==> src/rtl/dispensador_bebidas.sv <==
// Drink dispenser controller.
//
// Accepts coins of 100 and 500 into a saturating credit register, prices the
// selected drink, and then runs three timed stages (water, mix, serve). Any
// credit left over is returned as change when the sale completes.
//
// Ports
//   clk           rising-edge clock
//   rst           asynchronous active-high reset
//   suma100       coin level, high while the last coin was 100
//   suma500       coin level, high while the last coin was 500
//   enable        selection level, high once a drink has been chosen
//   sel[2:0]      drink code, sampled only in CHECK
//   credito[11:0] accumulated credit
//   vuelto[11:0]  change returned by the last completed sale
//   valvula_agua  water valve, high during AGUA
//   mezclador     mixer, high during MEZCLA
//   servir        serve actuator, high during SERVIR
//   listo         one-cycle pulse at sale completion
//   rechazo       one-cycle pulse when a request is denied
//   estado[2:0]   current state code, for debug
//
// state  | meaning
// IDLE   | accept coins and wait for an enable edge
// CHECK  | price the selection against the credit (1 cycle)
// AGUA   | water valve open, T_ETAPA cycles
// MEZCLA | mixer running, T_ETAPA cycles
// SERVIR | serving, T_ETAPA cycles
// DONE   | pay out change, clear credit, pulse listo (1 cycle)
// DENY   | pulse rechazo, credit kept (1 cycle)

module dispensador_bebidas #(
  parameter int T_ETAPA     = 8,
  parameter int CREDITO_MAX = 2000
) (
  input  logic        clk,
  input  logic        rst,
  input  logic        suma100,
  input  logic        suma500,
  input  logic        enable,
  input  logic [2:0]  sel,
  output logic [11:0] credito,
  output logic [11:0] vuelto,
  output logic        valvula_agua,
  output logic        mezclador,
  output logic        servir,
  output logic        listo,
  output logic        rechazo,
  output logic [2:0]  estado
);

  typedef enum logic [2:0] {
    IDLE   = 3'd0,
    CHECK  = 3'd1,
    AGUA   = 3'd2,
    MEZCLA = 3'd3,
    SERVIR = 3'd4,
    DONE   = 3'd5,
    DENY   = 3'd6
  } state_t;

  // Each stage lasts T_ETAPA cycles: load T_ETAPA-1, leave on terminal count 0.
  localparam logic [7:0]  T_LOAD = 8'(T_ETAPA - 1);
  localparam logic [11:0] C_MAX  = 12'(CREDITO_MAX);

  state_t      state, state_nxt;
  logic [11:0] credito_nxt, vuelto_nxt;
  logic [7:0]  cnt, cnt_nxt;

  logic        suma100_q, suma500_q, enable_q;
  logic        ed100, ed500, ed_en;

  logic [11:0] precio;
  logic        precio_ok;
  logic [12:0] add;
  logic [12:0] suma;

  assign ed100 = suma100 & ~suma100_q;
  assign ed500 = suma500 & ~suma500_q;
  assign ed_en = enable  & ~enable_q;

  always_comb begin
    precio    = 12'd0;
    precio_ok = 1'b1;
    case (sel)
      3'b001:  precio = 12'd300;
      3'b010:  precio = 12'd200;
      3'b011:  precio = 12'd500;
      3'b100:  precio = 12'd700;
      default: precio_ok = 1'b0;
    endcase
  end

  // One extra bit so the sum cannot wrap before the saturation compare.
  always_comb begin
    add = 13'd0;
    if (ed100) add = add + 13'd100;
    if (ed500) add = add + 13'd500;
    suma = {1'b0, credito} + add;
  end

  always_comb begin
    state_nxt   = state;
    credito_nxt = credito;
    vuelto_nxt  = vuelto;
    cnt_nxt     = cnt;
    case (state)
      IDLE: begin
        // Coin is credited in the same cycle an enable edge moves us to CHECK.
        if (ed100 | ed500) begin
          credito_nxt = (suma > {1'b0, C_MAX}) ? C_MAX : suma[11:0];
          vuelto_nxt  = 12'd0;
        end
        if (ed_en) state_nxt = CHECK;
      end
      CHECK: begin
        if (!precio_ok || (credito < precio)) begin
          state_nxt = DENY;
        end else begin
          credito_nxt = credito - precio;
          cnt_nxt     = T_LOAD;
          state_nxt   = AGUA;
        end
      end
      AGUA: begin
        if (cnt == 8'd0) begin
          cnt_nxt   = T_LOAD;
          state_nxt = MEZCLA;
        end else begin
          cnt_nxt = cnt - 8'd1;
        end
      end
      MEZCLA: begin
        if (cnt == 8'd0) begin
          cnt_nxt   = T_LOAD;
          state_nxt = SERVIR;
        end else begin
          cnt_nxt = cnt - 8'd1;
        end
      end
      SERVIR: begin
        if (cnt == 8'd0) begin
          state_nxt = DONE;
        end else begin
          cnt_nxt = cnt - 8'd1;
        end
      end
      DONE: begin
        vuelto_nxt  = credito;
        credito_nxt = 12'd0;
        state_nxt   = IDLE;
      end
      DENY: begin
        state_nxt = IDLE;
      end
      default: state_nxt = IDLE;
    endcase
  end

  always_ff @(posedge clk or posedge rst) begin
    if (rst) begin
      state     <= IDLE;
      credito   <= 12'd0;
      vuelto    <= 12'd0;
      cnt       <= 8'd0;
      suma100_q <= 1'b0;
      suma500_q <= 1'b0;
      enable_q  <= 1'b0;
    end else begin
      state     <= state_nxt;
      credito   <= credito_nxt;
      vuelto    <= vuelto_nxt;
      cnt       <= cnt_nxt;
      suma100_q <= suma100;
      suma500_q <= suma500;
      enable_q  <= enable;
    end
  end

  // Decoded from the state register only, so reset drops them at once.
  assign valvula_agua = (state == AGUA);
  assign mezclador    = (state == MEZCLA);
  assign servir       = (state == SERVIR);
  assign listo        = (state == DONE);
  assign rechazo      = (state == DENY);
  assign estado       = state;

endmodule

==> config.mk <==
export PLATFORM = sky130hd
export DESIGN_NAME = dispensador_bebidas
export DESIGN_NICKNAME = d
export VERILOG_FILES = /design/src/rtl/dispensador_bebidas.sv
export SDC_FILE = /design/constraint.sdc
export NUM_CORES = 1
export LEC_CHECK = 0
export CORE_MARGIN = 2
export CORE_UTILIZATION = 25
export DETAILED_ROUTE_END_ITERATION = 7
export PLACE_DENSITY = 0.54
export SLEW_MARGIN = 0
export SYNTH_ARGS = -nofsm -noshare
export SYNTH_HDL_FRONTEND = slang
export SYNTH_SLANG_ARGS = --single-unit
==> constraint.sdc <==
create_clock -name clk -period 4.9 [get_ports clk]
set_input_delay 0.735 -clock clk [delete_from_list [all_inputs] [get_ports clk]]
set_output_delay 0.735 -clock clk [all_outputs]
set_load 0.01 [all_outputs]
==> results.txt, run 1 <==
Numbers from the implementation run.

The most used flip-flop cell is sky130_fd_sc_hd__dfrtp_1. The startpoint-to-endpoint class of the critical path is input port to flip-flop. STA classifies the critical path endpoint as a flip-flop. According to the floorplan log, the row count is roughly 40. The detailed placer's ending HPWL is roughly 6300 um. Of the post-synthesis cell area, the dominant cell type holds 0.2789. The via count of the first global-routing pass is 2664.

The count of nets after finishing is 405. The multi-input combinational cells in the finished layout cover a total of between 1500 and 2000 sq um. The share of total power in combinational logic is 0.543. The first-pass GRT wire length is 13460 um.

Sorting the Yosys area breakdown by cell type puts at the top sky130_fd_sc_hd__dfrtp_1. Of the total synthesized cell area, the portion taken by AND, OR, NAND and NOR gates is 0.2006. The tree is rooted in a sky130_fd_sc_hd__clkbuf_16. The starting DRC count in detailed routing is between 150 and 200. The cell with the biggest individual delay on the critical path is sky130_fd_sc_hd__clkdlybuf4s50_1. The portion of netlist area occupied by mux cells is 0.01764. The initial standard-cell utilization of the core is 0.2550. The setup fix buffers added after clock tree synthesis is 0. The worst setup slack for register-to-register paths is 1.59 ns. The power report attributes to the sequential group a share of 0.254.

The synthesis stat section lists a flop and latch total of 34. The initial antenna violation count is 0. The average cell area after synthesis is 8.766 sq um. The count of input and output buffers is 35. The tally of yosys warning messages is 0. The number of resized instances in the post-cts repair step is 0. The netlist area before placement is 3050 sq um. The xor and xnor area share after synthesis is 0.04840. The report lists the cells along the critical path as clkdlybuf4s50_1, nor2_1, and2_1, nor2_1, inv_1, ha_1, fa_1, nor2b_1, o21a_1, o21ai_0, a211oi_2, a21o_1, mux2i_1, o21ai_0. The worst hold path begins at vuelto[7].

The terminating pin of the worst hold path is vuelto[7]. The most frequent logic cell in the layout is sky130_fd_sc_hd__clkdlybuf4s50_1. By area, the combinational part of the netlist is dominated by AND-OR/OR-AND gates.

The worst slew margin relative to its limit is 0.5139. The number of cells on the critical path is 14. The count of distinct cell types in the synthesized netlist is between 70 and 80.

The registers of the reported paths see a clock transition of approximately 0.06 ns. The first detailed-routing pass ran for 5 iterations. The worst VDD IR drop from the latest analysis is between 0.2 and 0.3 mV. The library cells used most frequently in the layout, excluding fill and tap cells, are sky130_fd_sc_hd__clkdlybuf4s50_1, sky130_fd_sc_hd__dfrtp_1, sky130_fd_sc_hd__inv_1. The end of the worst register-to-register path is credito[2]. The routability-driven placement congestion ratio is 0.8712. The synth_stat.txt file lists the number of cells as about 350. Per the layout area report, the register area comes to 850.8 sq um.

The area of the core is 11960 sq um. The total I/O pin count is 40. The internal portion of the total power is 1.162 mW. The clock tree has to reach 34 sinks.

The final antenna diode count is 0. Recorded from the global router log, the overflow total was 0. The arrival time of data at the worst endpoint is listed as ~4.2 ns. The script computed the net switching share of total power as 0.4476.

The pin count of the biggest net entering global routing is 35. The power density normalized to cell area is 577.5 nW/um^2. The maximum clock path buffer count is 2. In this run, CTS created clock tree buffers numbering 5. The kind of cell adding the most delay to the critical path is AND-OR/OR-AND gates. STA classifies the critical path startpoint as an input port. The data required time at the worst endpoint is slightly above 5 ns. Derived from the worst setup path, the maximum achievable clock frequency is 250.7 MHz. The slew at the pin closest to its max-slew limit is 0.7265 ns. Setup repair after global routing left no endpoint under its margin. The number of max-cap violations is 0.

After synthesis, the cell types taking the most area are sky130_fd_sc_hd__dfrtp_1, sky130_fd_sc_hd__ha_1, sky130_fd_sc_hd__inv_1. Of the total synthesized cell area, the portion taken by full adders, half adders and majority gates is 0.09270. In the final layout, the fill cell count is 1228. The total power of the final layout is 2.104 mW.

The fraction of the cycle the final worst path needs is 0.8140. Counting I/O delays and the setup requirement, the final critical path takes 3.988 ns. The analysis attributes to cell leakage a power of ~1.6 nW. The layout overhead on the synthesized area is 19.44%.

The TritonCTS clock tree is done. The die area is approximately 13000 sq um. The number of cells traversed by the worst hold path is 1. The post-synth count of flops with an enable pin is 0. The final setup violation count is 0. The switching power total is 0.9418 mW. The post-route antenna net violation count is 0. The die is 114.5 um tall. For the worst flop-to-flop path, the logic depth is 12.

The cell-mix breakdown from Yosys lists the compound-gate area share as 0.2707. After routing, the total negative slack on setup checks comes to 0 ns. The number of logged tool warnings is 32. The worst reg2reg path startpoint is suma500_q. The detailed-route DRC error count is 0.

The number of endpoints with negative hold slack in the final report is 0. The share of the Yosys chip area taken by registers is 0.2789. Per the OpenROAD floorplan log, the width of the die is around 110 um. The end point of the critical path is credito[2]. The H-tree generated during clock tree synthesis spans 2 levels. Counting flops with an async set or reset pin after synthesis yields a share of 1.000. The launching instance or port of the critical path is sel[1]. The area reported by Yosys stat is slightly above 3000 sq um. Along the worst path, the maximum fanout reaches 8.

The flow ran to the end, and the final reports show no timing, DRC or antenna violations. Per the final layout report, the fraction of cells sized above drive strength 1 comes to 0.09309. The hold-fix buffer count after cts is 0. The longest incremental delay of any stage on the critical path is reported as 0.53 ns. The final timing report lists a max-slew violation count of 0. The number of cells produced by synthesis is 348. The number of buffers and inverters on the critical path is 2. The clock power share is 0.203.

The routed via count divided by cell count is 5.216. Checking hold timing, the worst path is listed with class flip-flop to flip-flop.
==> run 1: sequential cells by signal (all words and copies together) (netlist names) <==
register,count
cnt,8
suma100_q,1
suma500_q,1
credito,10
vuelto,10
enable_q,1
estado,3
==> run 1: per-layer routing <==
metal,vias to the layer above,routed length [um],track usage,part of all wire
met5,-,0,0,0
met4,0,104,0.03415,0.012
met3,9,385,0.02170,0.046
met1,1331,3710,0.1595,0.44
li1,1313,-,-,-
met2,75,4189,0.2296,0.50
==> run 1: power groups by stage <==
stage | registers (mW) | clock network, mW | logic [mW]
after CTS | 0.538 | 0.434 | 1.14
final | 0.535 | 0.427 | 1.14
after floorplan | 0.468 | 0 | 0.872
after global routing | 0.550 | 0.447 | 1.26
after global placement | 0.541 | 0 | 1.11
after detailed placement | 0.544 | 0 | 1.13
==> run 1: cell usage after synthesis, types with 3 or more instances <==
cell / count
sky130_fd_sc_hd__o211ai_1: 4
sky130_fd_sc_hd__and2b_2: 3
sky130_fd_sc_hd__nor4_1: 6
sky130_fd_sc_hd__nor2b_1: 6
sky130_fd_sc_hd__a31oi_1: 5
sky130_fd_sc_hd__inv_1: 32
sky130_fd_sc_hd__a211oi_1: 3
sky130_fd_sc_hd__mux2i_1: 4
sky130_fd_sc_hd__buf_6: 8
sky130_fd_sc_hd__o21a_1: 10
sky130_fd_sc_hd__a211oi_2: 3
sky130_fd_sc_hd__xnor2_1: 9
sky130_fd_sc_hd__clkbuf_1: 5
sky130_fd_sc_hd__buf_4: 5
sky130_fd_sc_hd__and4_1: 3
sky130_fd_sc_hd__ha_1: 21
sky130_fd_sc_hd__xor2_1: 6
sky130_fd_sc_hd__nand3_1: 11
sky130_fd_sc_hd__a22o_1: 10
sky130_fd_sc_hd__a21oi_1: 19
sky130_fd_sc_hd__or3_1: 4
sky130_fd_sc_hd__nor2_1: 26
sky130_fd_sc_hd__nand2b_1: 8
sky130_fd_sc_hd__o31ai_1: 3
sky130_fd_sc_hd__nor3_1: 8
sky130_fd_sc_hd__and2_1: 3
sky130_fd_sc_hd__o21ai_0: 16
sky130_fd_sc_hd__nand2_1: 16
sky130_fd_sc_hd__dfrtp_1: 34
sky130_fd_sc_hd__and3_1: 6
==> run 1: per-stage QoR <==
stage / hold WS (ns) / setup WS (ns) / utilization / area, sq um / std cells
2_1_floorplan: 0.5265 / 1.569 / - / 3062 / 351
3_3_place_gp: 0.4887 / 0.7137 / 0.2884 / 3450 / 515
4_1_cts: 0.5070 / 0.8858 / 0.3046 / 3643 / 523
6_report: 0.4998 / 0.9116 / 0.3046 / 3643 / 523
5_1_grt: 0.5171 / 0.6202 / 0.3046 / 3643 / 523
3_5_place_dp: 0.4861 / 0.5857 / 0.2884 / 3450 / 515
==> run 1: final cells by class <==
| class | instances | share of cell area |
|---|---|---|
| Clock buffer | 5 | 0.03434 |
| Clock inverter | 3 | 0.01889 |
| Inverter | 32 | 0.03297 |
| Multi-Input combinational cell | 266 | 0.5316 |
| Sequential cell | 34 | 0.2335 |
| Tap cell | 147 | 0.05048 |
| Timing Repair Buffer | 36 | 0.09821 |
run_1/layer_met2.png
Drawn at 3 px/um. Cells faint in the background.
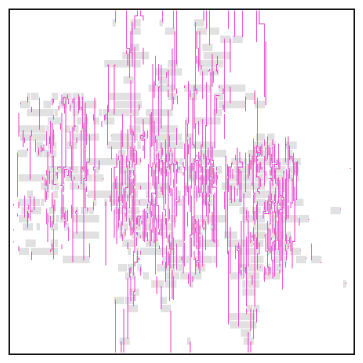
- wire length on this layer: 4190 um
- nets with wire on the layer: 350
overall routed net length: 8389 um
GR Layer Usage met2: 0.2296
count of vias placed by the detailed router: 2728

run_1/io_fan.png
Drawn at 3 px/um.
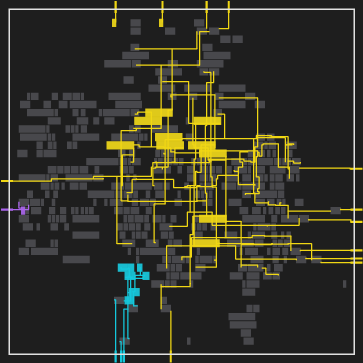
- credito: yellow (bits 12; direction output; edge 6 right, 4 top, 1 bottom, 1 left; end cells 12; buffers 10; wire 1510 um)
- sel: cyan (bits 3; direction input; edge bottom; end cells 9; buffers 3; wire 103 um)
- mezclador: purple (bits 1; direction output; edge left; end cells 1; buffers 1; wire 10.2 um)

run_1/clocks.png
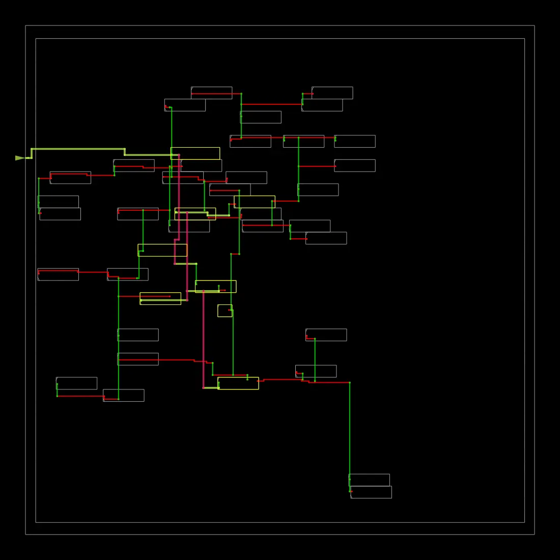
num sequential: 34
insertion delay to the later sink of the worst-skew pair: 0.28 ns
Layout Skew: 0.007769 ns

run_1/wires.png
Drawn at 4 px/um. Only two layers are drawn.
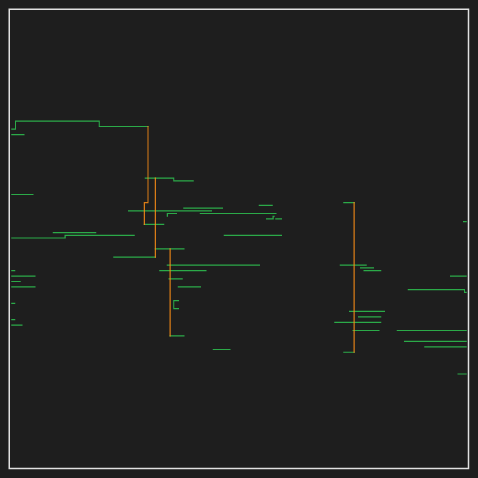
- metal 3: green (wire length 385 um)
- metal 4: orange (wire length 104 um)
detail-routed net length per standard cell: 16.04 um
global-route total usage across every layer: 0.1286

==> run 2: changes to the inputs <==
==> constraint.sdc (replaced) <==
create_clock -name clk -period 3.8 [get_ports clk]
set_input_delay 0.57 -clock clk [delete_from_list [all_inputs] [get_ports clk]]
set_output_delay 0.57 -clock clk [all_outputs]
set_load 0.01 [all_outputs]
run_2/io_fan.png
Drawn at 3 px/um.
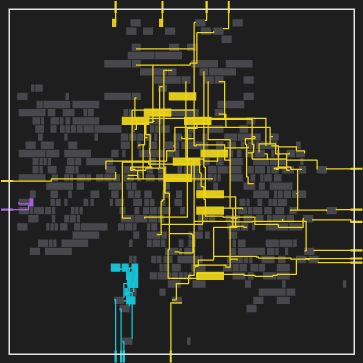
Port Buf Inserts: 35
io pins: 40

run_2/clocks.png
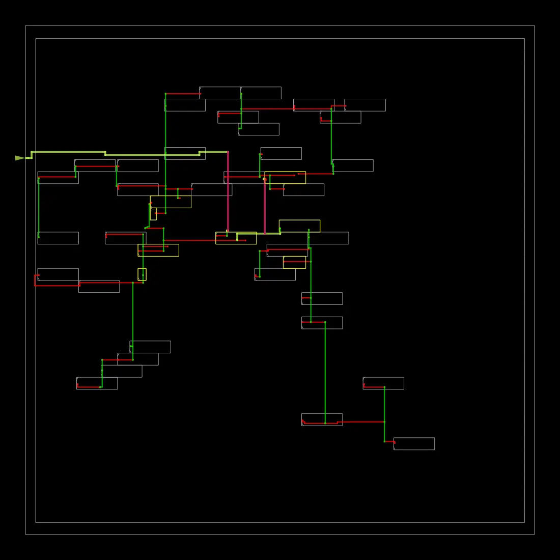
clock buffer count in the final layout: 7
TritonCTS Sinks: 34
clock network power: 0.409 mW
Layout Skew: 0.005740 ns

run_2/layer_met2.png
Drawn at 3 px/um. Cells faint in the background.
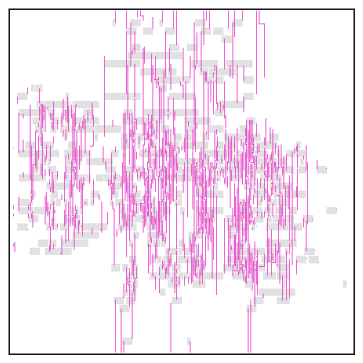
- share of all routed wire: 52%
- nets with wire on the layer: 371
- longest straight run: 41.1 um

==> run 2 against run 1 <==
Die area unchanged. Synthesized area unchanged. Global-route usage up 0.18 points. Sequential power is 26% higher. Cell area increased by 3.1%. Core utilization grew 0.93 points. Final cell count grew 3.6%. Critical endpoint unchanged. Largest cell class unchanged. Largest power group unchanged. Highest routed layer unchanged.
==> results.txt, run 2 <==
Numbers from the implementation run.

The flow ran to the end, and the final reports show no timing, DRC or antenna violations. The startpoint-to-endpoint class of the critical path is input port to flip-flop. After legalization and detailed placement, the total HPWL measured about 6500 um. IR analysis of the VDD net gives a maximum drop of 0.3815 mV. Warnings reported by Yosys during synthesis add up to 0.

The number of buffers and inverters on the critical path is 2. STA classifies the critical path startpoint as an input port. STA shows the worst min-delay path finishing at vuelto[8].

On the worst path, the slowest cell contributes a delay of 0.49 ns. For reference, the placement row count at floorplan is ~40. The capture point of the worst register-to-register path is recorded as credito[2].

The number of endpoints with negative hold slack in the final report is 0. The most frequent logic cell in the layout is sky130_fd_sc_hd__clkdlybuf4s50_1. Synthesis instantiated 74 different standard cells from the library. Per the OpenROAD floorplan log, the height of the die is 114.5 um. The achievable clock frequency is roughly 280 MHz. Setup repair after global routing left no endpoint under its margin. In the layout the commonest cells are sky130_fd_sc_hd__clkdlybuf4s50_1, sky130_fd_sc_hd__dfrtp_1, sky130_fd_sc_hd__inv_1. The stat command in Yosys gives a chip area of 3050 sq um. The shortest clock period the worst path allows after layout is 3.564 ns. For the worst flop-to-flop path, the logic depth is 12. The data required time at the worst endpoint is between 3 and 4 ns. The fraction of registers with async set/reset is 1.000.

The kind of end point of the critical path is a flip-flop. Summed over all instances, the cell type with the most area after synthesis is sky130_fd_sc_hd__dfrtp_1. The horizontal die dimension reported for this design is 114.5 um. Dividing the final minimum period by the clock period gives 0.9380. In the Yosys report the total cell count is around 350. The final standard cell count with taps included and fillers excluded is about 540.

Grouping stages by cell kind, the critical path spends the most delay in AND-OR/OR-AND gates. The via count of the first global-routing pass is roughly 2800. The worst setup slack for register-to-register paths is ~0.60 ns.

The global routing usage summed across all routing layers is 0.1304. For this run, the detailed router's first-pass iteration total came to 4. The number of synthesized register bits is 34.

For this design the ratio of total power to cell area is 709.4 nW/um^2. Listed in order, past its start point the critical path passes clkdlybuf4s50_1, nand2b_1, ha_1, inv_1, ha_1, ha_1, a21o_4, a31oi_4, xor2_1, a2111o_1, nor4_2, a2bb2oi_1, o21ai_0. On the final layout, the worst hold slack is 0.4951 ns. The number of max-cap violations is 0. The worst slew margin relative to its limit is 0.6046. The pin count of the biggest net entering global routing is 35. Once detail routing completed, the nets flagged for antenna violations numbered 0. The number of logged tool warnings is 32. The routed via count divided by cell count is 5.151. The placement summary gives the final routability congestion estimate as ~0.9. In the final layout, the registers with the most flip-flops are credito x10, vuelto x10, cnt x8.

The overall die size recorded for this design is 13100 sq um. The layout overhead on the synthesized area is 23.09%. The most common cell in the synthesized netlist is sky130_fd_sc_hd__dfrtp_1. The number of cells produced by synthesis is 348.

According to the timing report, the arrival time at the worst endpoint equals around 3.7 ns. For this run, the register share of the synthesized area comes to 0.2789. The fraction of final layout cells sized beyond drive strength 1 is 0.1443. Looking at the critical path, the single cell with the biggest stage delay is sky130_fd_sc_hd__clkdlybuf4s50_1. The script logs the mean routed wire length per placed instance as approximately 16 um. Pins over their slew limit in the final report were tallied at 0. The number of vias in the routed layout is 2792. The netlist area before placement is 3050 sq um. The final global-route overflow total is 0. The biggest fanout along the worst timing path is 7. After clock tree synthesis, the clock-pin slew on the worst setup and hold paths is 0.06 ns. For the worst reg-to-reg path, the startpoint reported by OpenROAD is suma100_q.

Per the CTS log, the buffer count on the longest clock path is 2. The number of cells traversed by the worst hold path is 1. The design draws between 2 and 3 mW. The final antenna diode count is 0.

The TritonCTS clock tree is done. The classification of the worst-slack hold path is flip-flop to flip-flop. The cell count after placement is 532. Yosys reports that the most numerous cell types are sky130_fd_sc_hd__dfrtp_1, sky130_fd_sc_hd__inv_1, sky130_fd_sc_hd__nor2_1, sky130_fd_sc_hd__ha_1, sky130_fd_sc_hd__a21oi_1. The leakage component of the power was reported as 1.648 nW. The detailed-route DRC error count is 0. In the post-synthesis netlist, the biggest area contributors are sky130_fd_sc_hd__dfrtp_1, sky130_fd_sc_hd__ha_1, sky130_fd_sc_hd__inv_1. The share of the core area taken by cells at floorplan is 0.2550. The most used flip-flop cell is sky130_fd_sc_hd__dfrtp_1. The final setup violation count is 0. The post-synth count of flops with an enable pin is 0. The starting DRC count in detailed routing is 170.

Of the post-synthesis cell area, the dominant cell type holds 0.2789. The area of the core is 11960 sq um. The root buffer cell is sky130_fd_sc_hd__clkbuf_16. The routed design has 8426 um of wire. The count of nets after finishing is approximately 420. The total CTS buffers is 5.

The worst min-delay path startpoint is vuelto[8]. The initial antenna violation count came to 0. The first global-routing pass estimated 13830 um of wire. The number of H-tree levels is 2.
## run 2: worst max-delay path by stage
stage | end | slack (ns) | cells after the start | startpoint
floorplan | credito[5] | 0.63 | 12 | suma500
global placement | credito[3] | -0.19 | 14 | sel[0]
detailed placement | credito[2] | -0.27 | 14 | sel[0]
global route | credito[2] | 0.03 | 15 | sel[0]
finish | credito[2] | 0.24 | 13 | suma100
CTS | credito[2] | 0.08 | 15 | sel[0]
## run 2: repair_timing
action | in CTS | in global routing
setup endpoints to repair | 1 | 14
hold buffers | 0 | 0
resized | 0 | 6
pin swaps | 1 | 1
buffers inserted | 2 | 0
## run 2: routing by layer
layer  up-vias  global-route usage  wire [um]
met5         -                   0          0
met4         0             0.01789         29
met3         4             0.02382        337
met2        48              0.2414       4359
met1      1395              0.1602       3699
li1       1345                   -          -
## run 2: cells by family after synthesis
logic type	after synthesis	synth area share
other cells	1	0.001229
fa+ha+maj	22	0.09270
xor+xnor	16	0.04840
mux	5	0.01764
compound gates	107	0.2707
buf+inv	51	0.08983
simple gates	112	0.2006
flops	34	0.2789
## run 2: cell type report
cell class,count,area [sq um]
clock inverters,1,5.005
inverters,32,120.1
fillers,1252,8207
well taps,147,183.9
flip-flops and latches,34,850.8
repair buffers,55,500.5
clock buffers,7,142.6
multi-input cells,266,1952
## run 2: power by group
group | switching [mW] | internal, mW
logic | 0.847 | 0.732
clock network | 0.149 | 0.260
registers | 0.202 | 0.474
## run 2: through the flow
stage | setup slack (ns) | util | cell area [sq um] | TNS (ns)
6_report | 0.2356 | 0.3139 | 3755 | 0
5_1_grt | 0.02580 | 0.3139 | 3755 | 0
4_1_cts | 0.08259 | 0.3127 | 3740 | 0
3_5_place_dp | -0.2740 | 0.2991 | 3577 | -1.977
3_3_place_gp | -0.1861 | 0.2991 | 3577 | -1.387
2_1_floorplan | 0.6339 | - | 3062 | 0
Power figures rest on the tool's default switching activity, not on a simulated workload.
